--- src/rtl/mem_wb_pipe_pkg.sv ---
// Shared types for the MEM/WB register and write-back stage: stage register
// layout, write-back select/control, WB state encoding and load funct3 codes.
package mem_wb_pipe_pkg;

  typedef enum logic [1:0] {
    WB_ALU  = 2'd0,
    WB_BR   = 2'd1,
    WB_PC4  = 2'd2,
    WB_LOAD = 2'd3
  } wb_sel_t;

  typedef struct packed {
    logic    regf_we;
    wb_sel_t wb_sel;
  } wb_ctrl_t;

  typedef logic [1:0] wb_state_t;
  localparam wb_state_t ST_EMPTY = 2'd0;
  localparam wb_state_t ST_WAIT  = 2'd1;
  localparam wb_state_t ST_READY = 2'd2;

  localparam logic [2:0] load_f3_lb  = 3'b000;
  localparam logic [2:0] load_f3_lh  = 3'b001;
  localparam logic [2:0] load_f3_lw  = 3'b010;
  localparam logic [2:0] load_f3_lbu = 3'b100;
  localparam logic [2:0] load_f3_lhu = 3'b101;

  typedef struct packed {
    logic        valid_s;
    logic [63:0] order_s;
    logic [31:0] pc_s;
    logic [31:0] inst_s;
    logic [31:0] alu_out_s;
    logic [31:0] dmem_addr_s;
    logic        br_en_s;
    logic [4:0]  rd_s_s;
    logic [3:0]  mem_rmask_s;
    logic [3:0]  mem_wmask_s;
    wb_ctrl_t    wb_ctrl_s;
  } mem_wb_stage_reg_t;

  function automatic logic is_mem_access(input mem_wb_stage_reg_t e);
    return (e.mem_rmask_s != 4'd0) || (e.mem_wmask_s != 4'd0);
  endfunction

endpackage

--- src/rtl/mem_wb_pipe_if.sv ---
// Bundle between the MEM stage / data memory (master) and the MEM/WB stage (slave).
interface mem_wb_pipe_if;
  import mem_wb_pipe_pkg::*;

  mem_wb_stage_reg_t mem_wb_in;
  logic              freeze;
  logic [31:0]       dmem_rdata;
  logic              dmem_resp;
  logic              dmem_stall;
  logic              rd_we;
  logic [4:0]        rd_addr;
  logic [31:0]       rd_wdata;
  logic              fwd_valid;
  logic              commit_valid;
  logic [63:0]       commit_order;
  logic [31:0]       commit_load_data;

  modport master (
    output mem_wb_in, freeze, dmem_rdata, dmem_resp,
    input  dmem_stall, rd_we, rd_addr, rd_wdata, fwd_valid,
           commit_valid, commit_order, commit_load_data
  );

  modport slave (
    input  mem_wb_in, freeze, dmem_rdata, dmem_resp,
    output dmem_stall, rd_we, rd_addr, rd_wdata, fwd_valid,
           commit_valid, commit_order, commit_load_data
  );

endinterface

--- src/rtl/mem_wb_pipe_load_align.sv ---
// Combinational load extraction: picks the byte/half/word at the given offset
// and sign- or zero-extends it according to funct3.
module load_align
  import mem_wb_pipe_pkg::*;
(
  input  logic [2:0]  funct3,
  input  logic [1:0]  offset,
  input  logic [31:0] word,
  output logic [31:0] result
);

  logic [7:0]  byte_sel;
  logic [15:0] half_sel;

  // Halfword selection only looks at offset[1]; misaligned halves are not split.
  always_comb begin
    byte_sel = word[{offset, 3'b000} +: 8];
    half_sel = word[{offset[1], 4'b0000} +: 16];
    result   = word;
    case (funct3)
      load_f3_lb:  result = {{24{byte_sel[7]}}, byte_sel};
      load_f3_lbu: result = {24'b0, byte_sel};
      load_f3_lh:  result = {{16{half_sel[15]}}, half_sel};
      load_f3_lhu: result = {16'b0, half_sel};
      default:     result = word;
    endcase
  end

endmodule

--- src/rtl/mem_wb_pipe.sv ---
// MEM/WB pipeline register and write-back: waits for the data-memory response,
// drives the register-file write port and forwarding, and retires one RVFI commit per entry.
module mem_wb_pipe
  import mem_wb_pipe_pkg::*;
(
  input logic         clk,
  input logic         rst,
  mem_wb_pipe_if.slave bus
);

  mem_wb_stage_reg_t ent;
  wb_state_t         state;
  logic              data_ok;
  logic [31:0]       rdata_q;
  logic [63:0]       last_order_q;
  logic              committed_q;

  logic        stall;
  logic        load_en;
  logic        entry_ready;
  logic        retire;
  logic        wb_en;
  logic [31:0] load_word;
  logic [31:0] load_value;
  logic [31:0] wb_value;
  logic        unused_ent_bits;

  // The response is bypassed in its own cycle, so a one-cycle memory never stalls.
  assign stall       = (state == ST_WAIT) && !bus.dmem_resp;
  assign load_en     = !bus.freeze && !stall;
  assign entry_ready = ent.valid_s &&
                       (((state == ST_READY) && data_ok) || ((state == ST_WAIT) && bus.dmem_resp));
  assign retire      = entry_ready && !bus.freeze;
  assign wb_en       = entry_ready && ent.wb_ctrl_s.regf_we && (ent.rd_s_s != 5'd0);
  assign load_word   = bus.dmem_resp ? bus.dmem_rdata : rdata_q;

  assign unused_ent_bits = ^{ent.inst_s[31:15], ent.inst_s[11:0], ent.dmem_addr_s,
                             ent.mem_rmask_s, ent.mem_wmask_s};

  load_align u_load_align (
    .funct3 (ent.inst_s[14:12]),
    .offset (ent.alu_out_s[1:0]),
    .word   (load_word),
    .result (load_value)
  );

  always_comb begin
    wb_value = ent.alu_out_s;
    case (ent.wb_ctrl_s.wb_sel)
      WB_ALU:  wb_value = ent.alu_out_s;
      WB_BR:   wb_value = {31'b0, ent.br_en_s};
      WB_PC4:  wb_value = ent.pc_s + 32'd4;
      WB_LOAD: wb_value = load_value;
      default: wb_value = ent.alu_out_s;
    endcase
  end

  // A response that lands while the pipe is held is latched so it is never re-awaited.
  always_ff @(posedge clk) begin
    if (rst) begin
      state   <= ST_EMPTY;
      ent     <= '0;
      rdata_q <= '0;
      data_ok <= 1'b0;
    end else if (load_en) begin
      ent <= bus.mem_wb_in;
      if (!bus.mem_wb_in.valid_s) begin
        state   <= ST_EMPTY;
        data_ok <= 1'b0;
      end else if (is_mem_access(bus.mem_wb_in)) begin
        state   <= ST_WAIT;
        data_ok <= 1'b0;
      end else begin
        state   <= ST_READY;
        data_ok <= 1'b1;
      end
    end else if ((state == ST_WAIT) && bus.dmem_resp) begin
      rdata_q <= bus.dmem_rdata;
      state   <= ST_READY;
      data_ok <= 1'b1;
    end
  end

  always_ff @(posedge clk) begin
    if (rst) begin
      committed_q  <= 1'b0;
      last_order_q <= '0;
    end else if (retire) begin
      committed_q  <= 1'b1;
      last_order_q <= ent.order_s;
    end
  end

  always_ff @(posedge clk) begin
    if (!rst && retire && committed_q) begin
      no_double_commit: assert (ent.order_s != last_order_q);
    end
  end

  assign bus.dmem_stall       = !rst && stall;
  assign bus.rd_we            = !rst && retire && wb_en;
  assign bus.fwd_valid        = !rst && wb_en;
  assign bus.rd_addr          = rst ? 5'd0 : ent.rd_s_s;
  assign bus.rd_wdata         = rst ? 32'd0 : wb_value;
  assign bus.commit_valid     = !rst && retire;
  assign bus.commit_order     = (!rst && retire) ? ent.order_s : 64'd0;
  assign bus.commit_load_data = (!rst && retire) ? load_word : 32'd0;

endmodule

--- src/flat_wrapper.sv ---
// flat-port wrapper written by rule: the top's interface ports become plain ports
module mem_wb_pipe_flat import mem_wb_pipe_pkg::*;
  (clk, rst, bus_mem_wb_in, bus_freeze, bus_dmem_rdata, bus_dmem_resp, bus_dmem_stall, bus_rd_we, bus_rd_addr, bus_rd_wdata, bus_fwd_valid, bus_commit_valid, bus_commit_order, bus_commit_load_data);
  mem_wb_pipe_if bus_i ();
  input logic clk;
  input logic rst;
  input wire logic [$bits(bus_i.mem_wb_in)-1:0] bus_mem_wb_in;
  input wire logic [$bits(bus_i.freeze)-1:0] bus_freeze;
  input wire logic [$bits(bus_i.dmem_rdata)-1:0] bus_dmem_rdata;
  input wire logic [$bits(bus_i.dmem_resp)-1:0] bus_dmem_resp;
  output wire logic [$bits(bus_i.dmem_stall)-1:0] bus_dmem_stall;
  output wire logic [$bits(bus_i.rd_we)-1:0] bus_rd_we;
  output wire logic [$bits(bus_i.rd_addr)-1:0] bus_rd_addr;
  output wire logic [$bits(bus_i.rd_wdata)-1:0] bus_rd_wdata;
  output wire logic [$bits(bus_i.fwd_valid)-1:0] bus_fwd_valid;
  output wire logic [$bits(bus_i.commit_valid)-1:0] bus_commit_valid;
  output wire logic [$bits(bus_i.commit_order)-1:0] bus_commit_order;
  output wire logic [$bits(bus_i.commit_load_data)-1:0] bus_commit_load_data;
  assign bus_i.mem_wb_in = bus_mem_wb_in;
  assign bus_i.freeze = bus_freeze;
  assign bus_i.dmem_rdata = bus_dmem_rdata;
  assign bus_i.dmem_resp = bus_dmem_resp;
  assign bus_dmem_stall = bus_i.dmem_stall;
  assign bus_rd_we = bus_i.rd_we;
  assign bus_rd_addr = bus_i.rd_addr;
  assign bus_rd_wdata = bus_i.rd_wdata;
  assign bus_fwd_valid = bus_i.fwd_valid;
  assign bus_commit_valid = bus_i.commit_valid;
  assign bus_commit_order = bus_i.commit_order;
  assign bus_commit_load_data = bus_i.commit_load_data;
  mem_wb_pipe u_core (.clk(clk), .rst(rst), .bus(bus_i));
endmodule
--- config.mk ---
export PLATFORM = sky130hd
export DESIGN_NAME = mem_wb_pipe_flat
export DESIGN_NICKNAME = d
export VERILOG_FILES = /design/src/rtl/mem_wb_pipe_pkg.sv /design/src/rtl/mem_wb_pipe_if.sv /design/src/rtl/mem_wb_pipe_load_align.sv /design/src/rtl/mem_wb_pipe.sv /design/src/flat_wrapper.sv
export SDC_FILE = /design/constraint.sdc
export NUM_CORES = 1
export LEC_CHECK = 0
export CAP_MARGIN = 40
export CORE_MARGIN = 2
export CORE_UTILIZATION = 39
export CTS_CLUSTER_SIZE = 16
export DETAILED_ROUTE_END_ITERATION = 16
export PLACE_DENSITY = 0.77
export SLEW_MARGIN = 20
export SYNTH_ARGS = -nofsm -noshare
export SYNTH_HDL_FRONTEND = slang
export SYNTH_SLANG_ARGS = --single-unit
--- constraint.sdc ---
create_clock -name clk -period 2.1 [get_ports clk]
set_clock_uncertainty 0.15 [all_clocks]
set_input_delay 0.21 -clock clk [delete_from_list [all_inputs] [get_ports clk]]
set_output_delay 0.21 -clock clk [all_outputs]
set_load 0.02 [all_outputs]
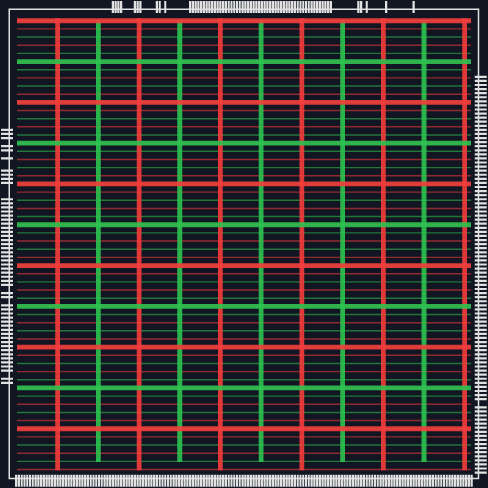
Figure 1: run 1, power grid.
Drawn at 3 px/um. Pins as bars on the die edge.
legend:
  red:
    net: VSS
  green:
    net: VDD
signal pins: 383
met5 straps: 11
rows: 55
die x size: 155.9 um
peak supply drop: 0.5702 mV
floorplan die height: 155.9 um
placeable core area: 22640 sq um

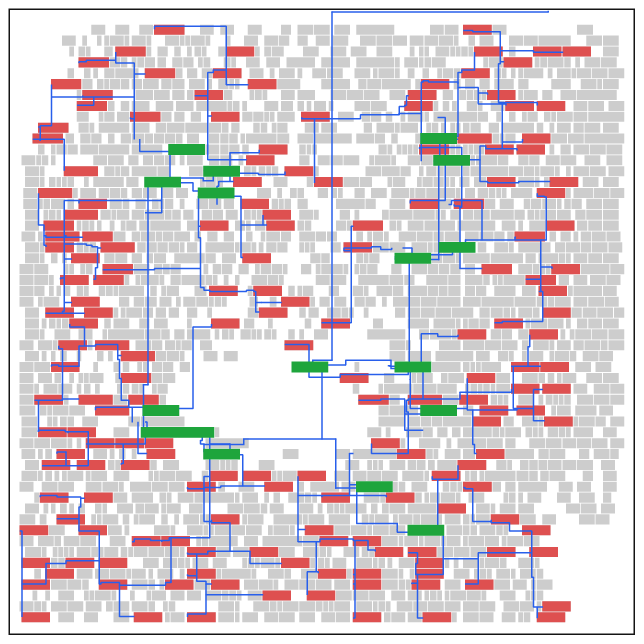
Figure 2: run 1, clock distribution.
Drawn at 4 px/um.
legend:
  blue:
    item: clock wires
    length: 2500 um
  red:
    item: flip-flops
    count: 175
  green:
    item: clock-net drivers
    count: 17
routed clock nets: 18
flops lie: spread over the die
power in the clock group: 3570 uW
clk ins delay skew pair: 0.42 ns
part of the total power dissipated in the clock network: 38.4%

==> out/qor.yml, run 1 <==
violations: "negative setup slack"
critPathMaxFanout: 9
setup.worst_path.start_class: "register"
grt_max_degree: 72
setup-violations-final: 131
power.switching_fraction_pct: 29.11
synth_largest_type_area_fraction_pct: 38.93
antenna_left: 0
synthArstFlopShare_pct: 0
crit_type: "register to primary output"
largest_area_cell: "sky130_fd_sc_hd__dfxtp_1"
clk_pin_slew_worst_paths_ns: 0.07
synth.most_common_cell: "sky130_fd_sc_hd__nand2_1"
synthTopLogicFamily: "simple AND/OR/NAND/NOR gates"
synthToLayoutAreaGrowth_pct: 87.92
postSynthNetCount: 1502
finish.net_count: 1996
tritoncts: "built"
combGateArea_sq_um: 6518
dpl.cell_count: 1972
globalplace.congestion: 0.9888
mux_area_share_pct: 5.270
combinationalPowerShare_pct: 22.8
detailed_place_hpwl_mm: 27.37
min_path_type: "input port to register"
final.min_clock_period_ns: 2.752
ys_chip_area_sq_um: 8999
detail_route.iter0.violations: 748
leakagePower_uw: 0.006732
synthCells: 1255
cts-buffers-inserted: 17
synthesis.yosys.warnings: 0
power_frac_seq_pct: 38.8
route.vias.total: 11420
synth-adder-area-share_pct: 0.1390
clkSinkCount: 175
portBuffers: 321
post_synth_most_frequent_cells: "396 x sky130_fd_sc_hd__nand2_1, 203 x sky130_fd_sc_hd__a21oi_1, 175 x sky130_fd_sc_hd__dfxtp_1"
gr-usage-all-layers_pct: 31.97
timing.final.ws_setup_ns: -0.6521
syn_area_sq_um: 8999
synthXorXnorAreaFrac_pct: 1.363
grt-ovfl-total: 0
numSynthFlops: 175
worst_path_max_delay_cell: "sky130_fd_sc_hd__a221o_1"
rsz0062_at_grt: "yes"
number_of_enable_type_register_cells_in_the_synthesized_netlist: 0
ys_dominant_reg_cell: "sky130_fd_sc_hd__dfxtp_1"
drt_pass1_iterations: 5
tightestPinTransition_ns: 0.7076
run_status: "finished with violations"
max-clock-path-buffers: 2
drc_errors: 0
fillers: 1535
powerDensity_nw_per_um2: 549.8
clock_tree.root_cell: "sky130_fd_sc_hd__clkbuf_16"
post_synth_and_or_nand_nor_area_fraction_pct: 29.64
pre_cts_ws_ns: -1.002
cp.required_ns: 1.74
critPathMaxStageDelay_ns: 0.35
path_cells: "or2_4 > a221o_1 > o31ai_4 > buf_12 > nand2_2 > a311oi_4 > buf_6"
synth_seq_share_pct: 38.93
per_cell_via_count_in_the_routed_design: 5.578
post_synth_main_area_contributors: "sky130_fd_sc_hd__dfxtp_1 39%, sky130_fd_sc_hd__nand2_1 17%, sky130_fd_sc_hd__a21oi_1 11%"
power.internal_uw: 6591
maxSlewViolCount: 0
core.rowCount: 55
drv.max_cap_violation_count: 0
postSynthAreaPerCell_sq_um: 7.170
antenna_found_initial: 3
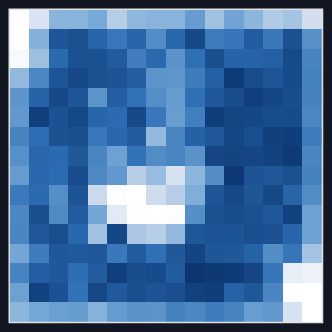
Figure 3: run 1, placement density heat map.
Drawn at 2 px/um. The die is cut into 16 by 16 equal tiles; white is low, dark blue is high, 0 to 100% covered.
tiles over 75% full: 50%
nearly empty tiles: 3.9%
densest ninth of the die: middle right
emptiest ninth of the die: center
mean over tiles: 68%
initial standard-cell utilization of the core: 39.75%
final cell utilization of the core: 74.69%

run 1: flip-flops by register name, summed over array words and instances (netlist names):
signal and cells:
u_core.ent 141, u_core.rdata_q 32, u_core.data_ok 1, u_core.state 1
run 1: cell families after synthesis:
group | count (synthesis)
AND-OR/OR-AND | 296
XOR/XNOR | 14
adder cells (fa/ha/maj) | 1
buffers and inverters | 117
flip-flops | 175
multiplexers | 45
AND/OR/NAND/NOR | 607
run 1: critical path, delay by kind of cell, from the launching register on:
kind | cells | cell delay (ns)
buffers and inverters | 2 | 0.33
and+or+nand+nor | 2 | 0.34
AOI/OAI and AO/OA | 3 | 0.94
DFF | 1 | 0.34
run 1: area by class of cell:
cell class                 instances  area share (%)
timing repair buffer             577           34.00
multi-input combinational        964           38.54
clock buffer                      18           2.597
inverter                          14          0.4070
antenna                            2         0.02960
sequential                       175           21.13
tap                              285           2.109
clock inverter                    13           1.184
run 1: per-layer routing:
metal  vias up  track usage [%]  wire (um)
met3       125            5.472       2745
met1      5459            41.38      16940
met2       521            51.73      19810
li1       5317                -          -
met5         -                0         13
met4         2            15.60       1807
run 1: placed cells by master, fill, tap and decap left out, drive strengths merged, types with 18 or more instances in the layout:
cell type      count
a21oi            203
and3              75
buf              388
clkbuf            20
clkdlybuf4s50    187
dfxtp            175
mux2i             35
nand2            397
nor2              58
o21ai             18
run 1: per-stage QoR:
stage	area [sq um]	total power, uW
global placement	14290	5451
finish	16910	9298
detailed placement	14290	5474
floorplan	9387	4468
CTS	16370	9166
global route	16910	9574
run 1: what timing repair did:
item	4_1_cts	5_1_grt
hold buffers	0	0
gates cloned	8	2
endpoints found under the hold margin	0	0
resized	941	170
pin swaps	73	42
setup buffers	35	13
endpoints found under the setup margin	132	132
run 1: final timing paths:
path              slack (ns)                             from                               to  depth (start not counted)
setup / recovery       -0.65      u_core.ent[95]$_SDFFE_PP0P_                 bus_rd_wdata[25]                          7
hold / removal          0.05                              rst      u_core.ent[67]$_SDFFE_PP0P_                          3
setup reg to reg        0.16      u_core.data_ok$_SDFFE_PP0P_     u_core.ent[148]$_SDFFE_PP0P_                          7
hold reg to reg         0.30  u_core.rdata_q[17]$_SDFFE_PP0P_  u_core.rdata_q[17]$_SDFFE_PP0P_                          2
run 1: power groups by stage:
stage	sequential, uW	clock, uW	combinational, uW
2_1_floorplan	3640	0	824
3_3_place_gp	3660	0	1800
3_5_place_dp	3660	0	1810
4_1_cts	3600	3580	1990
5_1_grt	3620	3710	2240
6_report	3610	3570	2120
==> run 2: changes to the inputs <==
CORE_ASPECT_RATIO = 0.5   (was unset)
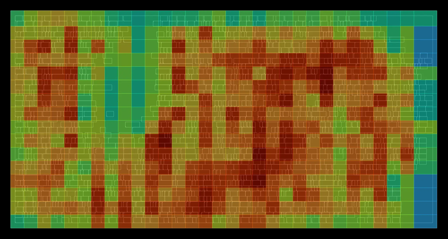
Figure 4: run 2, routing congestion.
gr busiest metal: met2
met3 capacity usage during global routing: 7.869%
met1 Use GR: 40.14%
total routing usage reported by global routing: 32.81%
final cell utilization of the core: 74.14%

==> out/qor.yml, run 2 <==
top_register: "u_core.ent"
detailed_place_hpwl_mm: 27.86
die_height_um: 111.4
totalPowerFinal_uw: 8979
tritoncts: "built"
power.internal_uw: 6372
final.min_clock_period_ns: 2.755
synthToLayoutAreaGrowth_pct: 87.35
largest_reg_flops: 141
drc_errors: 0
numSynthFlops: 175
clock_tree.root_cell: "sky130_fd_sc_hd__clkbuf_16"
setup.worst_path.start_class: "register"
critPathMaxStageDelay_ns: 0.51
lay_top_cells: "390 x sky130_fd_sc_hd__nand2_1, 194 x sky130_fd_sc_hd__a21oi_1, 193 x sky130_fd_sc_hd__buf_4"
postSynthNetCount: 1502
synthesis.yosys.warnings: 0
post_synth_and_or_nand_nor_area_fraction_pct: 29.64
per_cell_via_count_in_the_routed_design: 5.570
part_of_the_total_power_dissipated_in_the_clock_network_pct: 36.3
synthXorXnorAreaFrac_pct: 1.363
critPathMaxFanout: 6
core.rowCount: 39
dpl_cell_area_sq_um: 14190
setup-violations-final: 131
clkSinkCount: 175
mux_area_share_pct: 5.270
portBuffers: 321
worst_path_max_delay_cell: "sky130_fd_sc_hd__mux4_2"
final_instance_area_sq_um: 16860
ys_dominant_reg_cell: "sky130_fd_sc_hd__dfxtp_1"
leakagePower_uw: 0.006801
drt_pass1_iterations: 6
powerDensity_nw_per_um2: 532.6
timing.final.ws_setup_ns: -0.6546
detail_route.iter0.violations: 951
maxSlewViolCount: 0
ys_chip_area_sq_um: 8999
rsz0062_at_grt: "yes"
globalplace.congestion: 0.9799
finish.net_count: 1991
synth_largest_type_area_fraction_pct: 38.93
dpl.cell_count: 1977
ff2ff_setup_slack_ns: 0.17
number_of_enable_type_register_cells_in_the_synthesized_netlist: 0
run_status: "finished with violations"
power.switching_fraction_pct: 29.04
cp.required_ns: 1.74
synthArstFlopShare_pct: 0
crit_type: "register to primary output"
grt_max_degree: 72
power_frac_seq_pct: 40.3
path_cells: "mux4_2 > a31oi_4 > o31ai_4 > buf_12 > buf_8 > and3_4 > o221a_4 > buf_6"
antenna_left: 0
combinationalPowerShare_pct: 23.4
synth_seq_share_pct: 38.93
violations: "negative setup slack"
fillers: 1589
drv.max_cap_violation_count: 0
antenna_found_initial: 4
syn_area_sq_um: 8999
die-width_um: 218.8
clkLatencyLatePin_ns: 0.45
route.vias.total: 11510
synthCells: 1255
max-clock-path-buffers: 2
largest_area_cell: "sky130_fd_sc_hd__dfxtp_1"
initial_utilization_pct: 39.57
[run 2: cell counts after synthesis]
No cell type changed its count.
[run 2: power groups by stage]
stage	registers, uW	logic (uW)	clock network, uW
floorplan	3640	824	0
global placement	3660	1780	0
detailed placement	3670	1800	0
CTS	3610	2000	3280
global route	3630	2220	3440
finish	3620	2100	3260
[run 2: path summary, 6_finish.rpt]
kind                            cells after the start                           end                            start
worst max register to register                      6  u_core.ent[136]$_SDFFE_PP0P_     u_core.state[0]$_SDFFE_PP0P_
worst min register to register                      2   u_core.ent[16]$_SDFFE_PP0P_      u_core.ent[16]$_SDFFE_PP0P_
worst min-delay path                                3   u_core.ent[69]$_SDFFE_PP0P_                              rst
worst max-delay path                                8              bus_rd_wdata[27]  u_core.rdata_q[15]$_SDFFE_PP0P_
[run 2: cell type report]
cell class	count	share of cell area (%)
diodes	4	0.05937
clock buffers	20	2.709
clock inverters	10	0.7570
inverters	14	0.3711
multi-input cells	963	38.30
flip-flops and latches	175	21.17
well taps	307	2.278
repair buffers	573	34.35
[run 2: kinds of logic (layout without fill, tap and decap cells)]
| family | count (synthesis) | after routing |
|---|---|---|
| fa+ha+maj | 1 | 1 |
| buf+inv | 117 | 617 |
| mux | 45 | 45 |
| flops | 175 | 175 |
| other cells | 0 | 4 |
| xor+xnor | 14 | 14 |
| simple gates | 607 | 607 |
| compound gates | 296 | 296 |
[run 2: worst max-delay path, delay by kind of cell, from the launching register on]
kind,cells,cell delay (ns)
flops,1,0.34
buf+inv,3,0.40
mux,1,0.51
compound gates,3,0.54
simple gates,1,0.14
[run 2: through the flow]
| stage | hold slack [ns] | TNS [ns] |
|---|---|---|
| floorplan | 0.1856 | -1.692 |
| global placement | 0.2874 | -78.98 |
| CTS | 0.06182 | -51.80 |
| global route | 0.08513 | -62.22 |
| detailed placement | 0.2918 | -83.25 |
| finish | 0.08850 | -53.15 |
[run 2: timing repair]
item                                    4_1_cts  5_1_grt
pin swaps                                    86       55
endpoints found under the setup margin      132      133
hold buffers                                  1        0
gates resized                               995      101
cloned                                       10        0
buffers inserted                             39       15
hold endpoints to repair                      1        0
[run 2: routing by layer]
metal / share of wire, % / track usage [%] / wire [um] / vias up
met3: 7.6 / 7.869 / 3135 / 104
met5: 0 / 0 / 0 / -
met2: 49 / 55.21 / 20040 / 540
met1: 40 / 40.14 / 16350 / 5557
li1: - / - / - / 5307
met4: 3.7 / 14.23 / 1498 / 0
No activity file was given, so power comes from the tool's default toggle rates.
